[src/rtl/clkrecv_pkg.sv]
// Shared definitions for the clkrecv receive-clock block.
// Contents:
//   state_t    : one-hot state encoding (IDLE, RUNNING, STALLED)
//   idle_level : returns the idle level of the sampled clock from the IDLE_HIGH parameter
package clkrecv_pkg;

    typedef enum logic [2:0] {
        ST_IDLE    = 3'b001,
        ST_RUNNING = 3'b010,
        ST_STALLED = 3'b100
    } state_t;

    // Idle level of the external clock: 1 when IDLE_HIGH is non-zero.
    function automatic logic idle_level(input int unsigned idle_high);
        return (idle_high != 0);
    endfunction

endpackage

[src/rtl/sync_ff.sv]
// Multi-stage synchronizer for a single asynchronous bit.
// Reset loads every stage with RST_VAL so that no spurious transition is
// seen after reset.
// Parameters:
//   STAGES  : synchronizer depth (>= 2)
//   RST_VAL : value loaded into all stages on reset
// Ports:
//   clk   : destination clock
//   rst_n : synchronous active-low reset
//   d     : asynchronous input
//   q     : synchronized output (last stage)
module sync_ff #(
    parameter int unsigned STAGES  = 2,
    parameter logic        RST_VAL = 1'b0
) (
    input  logic clk,
    input  logic rst_n,
    input  logic d,
    output logic q
);

    if (STAGES < 2) begin : g_bad_stages
        $error("sync_ff: STAGES must be at least 2");
    end

    logic [STAGES-1:0] stages;

    // Shift chain; stage 0 is the metastability-catching flop.
    always_ff @(posedge clk) begin
        if (!rst_n) begin
            stages <= {STAGES{RST_VAL}};
        end else begin
            stages <= {stages[STAGES-2:0], d};
        end
    end

    assign q = stages[STAGES-1];

endmodule

[src/rtl/clkrecv.sv]
// Receive-side clock recovery: synchronizes an external slow clock (SPI SCK,
// I2C SCL, ...) into clk_i, produces registered leading/trailing edge strobes,
// measures every half-period, flags short half-periods and detects
// end-of-burst and stuck-clock conditions.
// Optional feature macro: CLKRECV_EDGE_COUNT_EN enables the saturating edge
// counter on edge_count_o; without it edge_count_o is tied to zero.
// Ports:
//   clk_i        : system clock
//   rst_ni       : synchronous active-low reset
//   enable_i     : enables edge detection and measurement
//   sclk_i       : asynchronous external clock
//   sclk_o       : synchronized level of sclk_i
//   lead_o       : one-cycle pulse on a transition away from idle
//   trail_o      : one-cycle pulse on a transition back to idle
//   active_o     : high while RUNNING or STALLED
//   half_o       : last measured half-period (clk_i cycles)
//   half_valid_o : one-cycle pulse when half_o updates
//   glitch_o     : one-cycle pulse when the measured half-period < MIN_HALF
//   done_o       : one-cycle pulse when a burst ends normally
//   stuck_o      : level, clock held non-idle for TIMEOUT cycles
//   edge_count_o : edges counted since reset (optional feature)
module clkrecv
    import clkrecv_pkg::*;
#(
    parameter int unsigned SYNC_STAGES = 2,
    parameter int unsigned IDLE_HIGH   = 1,
    parameter int unsigned MIN_HALF    = 4,
    parameter int unsigned TIMEOUT     = 64,
    parameter int unsigned CNT_WIDTH   = 16
) (
    input  logic                 clk_i,
    input  logic                 rst_ni,
    input  logic                 enable_i,
    input  logic                 sclk_i,
    output logic                 sclk_o,
    output logic                 lead_o,
    output logic                 trail_o,
    output logic                 active_o,
    output logic [CNT_WIDTH-1:0] half_o,
    output logic                 half_valid_o,
    output logic                 glitch_o,
    output logic                 done_o,
    output logic                 stuck_o,
    output logic [CNT_WIDTH-1:0] edge_count_o
);

    localparam logic                 IDLE_VAL   = idle_level(IDLE_HIGH);
    localparam logic [CNT_WIDTH-1:0] CNT_MAX    = '1;
    localparam logic [CNT_WIDTH-1:0] CNT_ONE    = CNT_WIDTH'(1);
    localparam logic [CNT_WIDTH-1:0] TIMEOUT_C  = CNT_WIDTH'(TIMEOUT);
    localparam logic [CNT_WIDTH-1:0] MIN_HALF_C = CNT_WIDTH'(MIN_HALF);

    if ((TIMEOUT <= MIN_HALF) || (64'(TIMEOUT) >= ((64'(1) << CNT_WIDTH) - 64'(1)))) begin : g_bad_timeout
        $error("clkrecv: TIMEOUT must exceed MIN_HALF and be below 2**CNT_WIDTH-1");
    end

    state_t               state;
    logic                 prev;
    logic [CNT_WIDTH-1:0] cnt;
    logic                 edge_c;
    logic                 lead_edge_c;
    logic                 trail_edge_c;
    logic [CNT_WIDTH-1:0] cnt_inc_c;

    sync_ff #(
        .STAGES  (SYNC_STAGES),
        .RST_VAL (IDLE_VAL)
    ) u_sync (
        .clk   (clk_i),
        .rst_n (rst_ni),
        .d     (sclk_i),
        .q     (sclk_o)
    );

    // Previous synchronized level; loads idle on reset so no edge follows reset.
    always_ff @(posedge clk_i) begin
        if (!rst_ni) begin
            prev <= IDLE_VAL;
        end else begin
            prev <= sclk_o;
        end
    end

    assign edge_c       = (sclk_o != prev);
    assign lead_edge_c  = edge_c && (sclk_o != IDLE_VAL);
    assign trail_edge_c = edge_c && (sclk_o == IDLE_VAL);
    assign cnt_inc_c    = (cnt == CNT_MAX) ? cnt : (cnt + CNT_ONE);

    // State machine, half-period counter and registered strobes.
    always_ff @(posedge clk_i) begin
        if (!rst_ni) begin
            state        <= ST_IDLE;
            cnt          <= '0;
            half_o       <= '0;
            lead_o       <= 1'b0;
            trail_o      <= 1'b0;
            half_valid_o <= 1'b0;
            glitch_o     <= 1'b0;
            done_o       <= 1'b0;
            stuck_o      <= 1'b0;
            active_o     <= 1'b0;
        end else begin
            lead_o       <= 1'b0;
            trail_o      <= 1'b0;
            half_valid_o <= 1'b0;
            glitch_o     <= 1'b0;
            done_o       <= 1'b0;
            if (!enable_i) begin
                state    <= ST_IDLE;
                cnt      <= '0;
                stuck_o  <= 1'b0;
                active_o <= 1'b0;
            end else begin
                case (state)
                    ST_IDLE: begin
                        // A trailing edge here means the input was already
                        // non-idle when enabled; it is ignored.
                        if (lead_edge_c) begin
                            state    <= ST_RUNNING;
                            lead_o   <= 1'b1;
                            cnt      <= CNT_ONE;
                            active_o <= 1'b1;
                        end else begin
                            cnt <= '0;
                        end
                    end
                    ST_RUNNING: begin
                        // Edge has priority over a simultaneous timeout.
                        if (edge_c) begin
                            lead_o       <= lead_edge_c;
                            trail_o      <= trail_edge_c;
                            half_o       <= cnt;
                            half_valid_o <= 1'b1;
                            glitch_o     <= (cnt < MIN_HALF_C);
                            cnt          <= CNT_ONE;
                        end else if (cnt >= TIMEOUT_C) begin
                            if (sclk_o == IDLE_VAL) begin
                                state    <= ST_IDLE;
                                done_o   <= 1'b1;
                                active_o <= 1'b0;
                                cnt      <= '0;
                            end else begin
                                state   <= ST_STALLED;
                                stuck_o <= 1'b1;
                                cnt     <= cnt_inc_c;
                            end
                        end else begin
                            cnt <= cnt_inc_c;
                        end
                    end
                    ST_STALLED: begin
                        // Release of a stuck clock: no measurement, no done.
                        if (trail_edge_c) begin
                            state    <= ST_IDLE;
                            trail_o  <= 1'b1;
                            stuck_o  <= 1'b0;
                            active_o <= 1'b0;
                            cnt      <= '0;
                        end else begin
                            cnt <= cnt_inc_c;
                        end
                    end
                    default: begin
                        state    <= ST_IDLE;
                        cnt      <= '0;
                        stuck_o  <= 1'b0;
                        active_o <= 1'b0;
                    end
                endcase
            end
        end
    end

`ifdef CLKRECV_EDGE_COUNT_EN
    logic [CNT_WIDTH-1:0] edge_cnt;

    // Saturating count of emitted edge strobes; cleared by reset only.
    always_ff @(posedge clk_i) begin
        if (!rst_ni) begin
            edge_cnt <= '0;
        end else if ((lead_o || trail_o) && (edge_cnt != CNT_MAX)) begin
            edge_cnt <= edge_cnt + CNT_ONE;
        end
    end

    assign edge_count_o = edge_cnt;
`else
    assign edge_count_o = '0;
`endif

endmodule

[config.mk]
export PLATFORM = sky130hd
export DESIGN_NAME = clkrecv
export DESIGN_NICKNAME = d
export VERILOG_FILES = /design/src/rtl/clkrecv_pkg.sv /design/src/rtl/sync_ff.sv /design/src/rtl/clkrecv.sv
export SDC_FILE = /design/constraint.sdc
export NUM_CORES = 1
export LEC_CHECK = 0
export CAP_MARGIN = 20
export CORE_MARGIN = 1
export CORE_UTILIZATION = 34
export DETAILED_ROUTE_END_ITERATION = 10
export RECOVER_POWER = 100
export SYNTH_ARGS = -nofsm -noshare
export SYNTH_HDL_FRONTEND = slang
export SYNTH_SLANG_ARGS = --single-unit
[constraint.sdc]
create_clock -name clk_i -period 4.3 [get_ports clk_i]
set_input_delay 0.645 -clock clk_i [delete_from_list [all_inputs] [get_ports clk_i]]
set_output_delay 0.645 -clock clk_i [all_outputs]
set_load 0.005 [all_outputs]
==> impl_metrics.csv <==
group,metric,value,unit
outcome,run_status,"complete, no violations",
setup_path,cp.depth,4,
place,placement.setup.worst_slack,1.83,ns
clock_tree,cts_tree,"done",
synth,area_leaders,"dfxtp_1 (40%), nand2_1 (7.5%), buf_4 (5.6%)",
synth,xor_xnor_cells_area_fraction,3.09,%
setup_path,worst_r2r_endpoint,"glitch_o",
die,initial_utilization,35.5,%
die,height_of_the_die,83.7,µm
power_and_ir_drop,power_frac_seq,57.8,%
place,postPlaceCellArea,2490,µm²
setup_path,crit-reg2reg-launch,"u_sync.stages[1]",
final_timing,timing.final.crit_period,2.57,ns
die,tap_cells,77,
synth,synthCells,265,
place,hpwlAfterDp,3140,µm
setup_path,cpPeakStageDelay,0.99,ns
grt,met3_usage,2.77,%
clock_tree,cts.root.buffer_cell,"clkbuf_8",
final_timing,worst_slew_margin,53.3,%
synth,synth-seq-cells,45,
final_timing,finalSetupViolations,0,
synth,mux_share,0,%
synth,synth.avg_cell_area,8.56,µm²
synth,synth.yosys.chip_area,2270,µm²
grt,grt_pass1_vias,1625,
die,design.portCount,44,
synth,netlist_area,2270,µm²
synth,ys_warn_count,0,
final_layout,non_clock_buffer_count,27,
hold_path,min_delay_path_depth,1,
place,gp_congestion,0.840,
setup_path,path_cells,"dlygate4sd3_1 > and2_0 > nand3_1 > a311oi_1",
setup_path,ff2ff_setup_slack,1.91,ns
setup_path,crit_family,"buffers and inverters",
synth,synth-async-reset-ratio,0,%
synth,netlist.top_cell.by_area,"dfxtp_1",
clock_tree,cts_made_buffers,5,
final_timing,worst_slack,1.73,ns
-- registers in the layout, indices dropped and copies added (netlist names) --
| register | flops |
|---|---|
| state | 3 |
| lead_o | 1 |
| prev | 1 |
| done_o | 1 |
| stuck_o | 1 |
| active_o | 1 |
| glitch_o | 1 |
| half_o | 16 |
| cnt | 16 |
| trail_o | 1 |
| u_sync.stages | 2 |
| half_valid_o | 1 |
-- worst reg2reg max path: cells and delay by family (launching register included) --
| kind | cells | cell delay, ns |
|---|---|---|
| buf+inv | 1 | 0.13 |
| flops | 1 | 0.45 |
| fa+ha+maj | 1 | 0.40 |
| simple gates | 4 | 1.36 |
-- routing by layer --
layer	vias up	part of all wire [%]
li1	917	-
met1	817	51
met2	35	44
met3	7	3.6
met4	0	1.4
met5	-	0
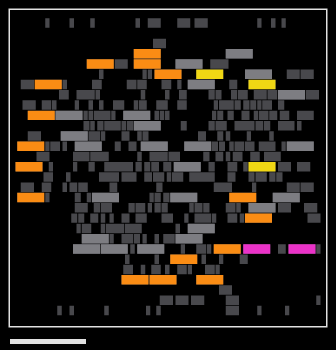
*Sequential cells grouped by signal name*
The bar under the picture is 20 µm long. Other sequential cells in the stronger grey, the rest of the logic in the fainter grey.
- half_o: orange (sequential cells 16; where all over the die)
- u_sync.stages: magenta (sequential cells 2)
- state: yellow (sequential cells 3)
final standard cell utilization of the core: 40.2%
sequential portion of the cell area: 35.1%
area taken by flip-flops and latches: 901 µm²

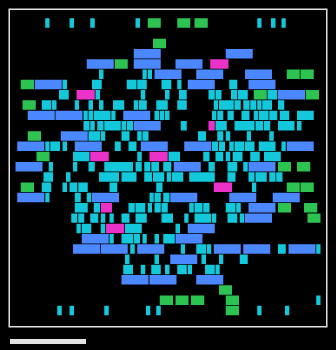
*Placement by cell class*
The bar under the picture is 20 µm long.
- sequential cells: blue (cells 45)
- remaining buffers and delay cells: green (cells 27)
- remaining logic cells: cyan (cells 206)
- clock drivers and dummy loads: magenta (cells 8)
row cnt: 29
cell area after layout: 2570 µm²

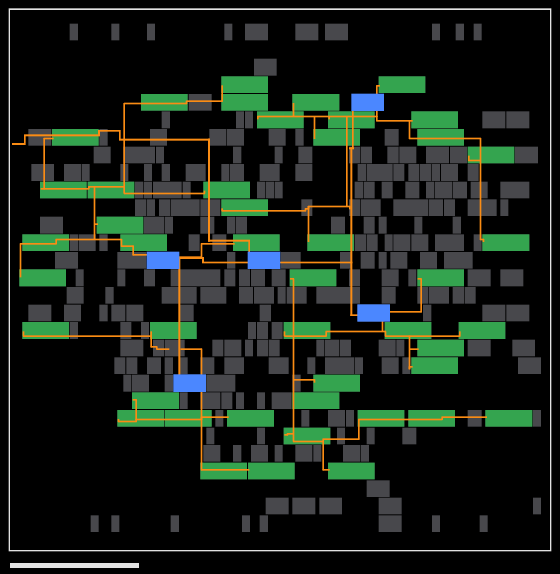
*Clock network drawn from the DEF*
The bar under the picture is 20 µm long.
- clock wires: orange (length 575 µm)
- clock-net drivers: blue (count 5)
- flip-flops: green (count 45)
- routed clock nets: 6
portion of total power attributed to the clock network: 37.9%
clk latency late pin: 0.30 ns
Clk. pwr: 0.000277 W
final setup skew: 0.0106 ns

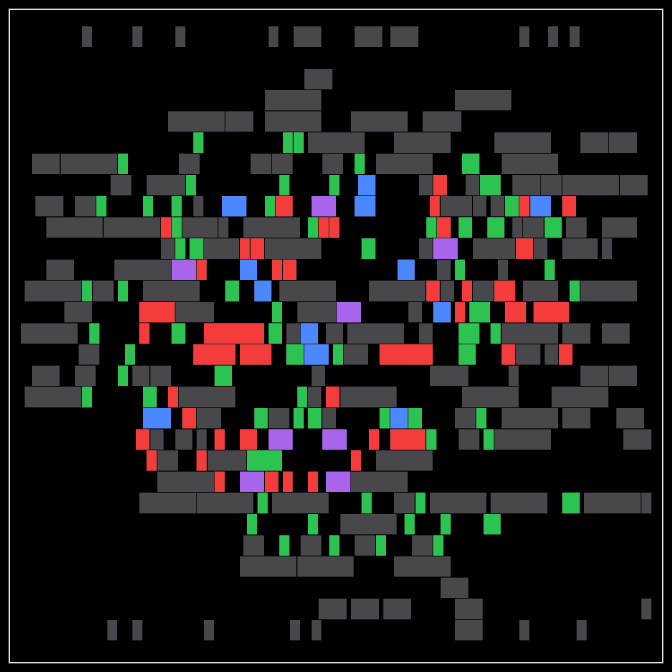
*Logic cells by family*
- xor and xnor cells: purple (cells 8)
- and/or cells: blue (cells 12)
- nor cells: red (cells 44)
- nand cells: green (cells 68)
post-layout instance count excluding filler cells: 363
Comb/total area: 45.8%

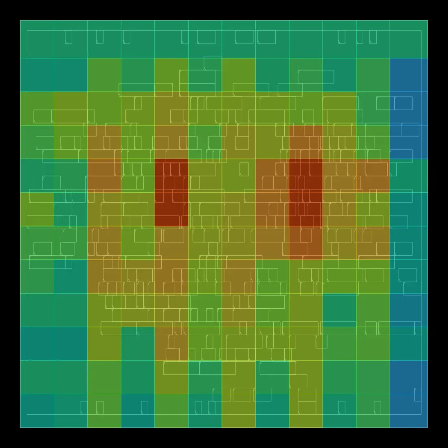
*Routing congestion*
aggregate global-route resource usage: 13.6%
detailed-route wire length per cell: 12.4 µm

Power is estimated from default activity; no workload was simulated.
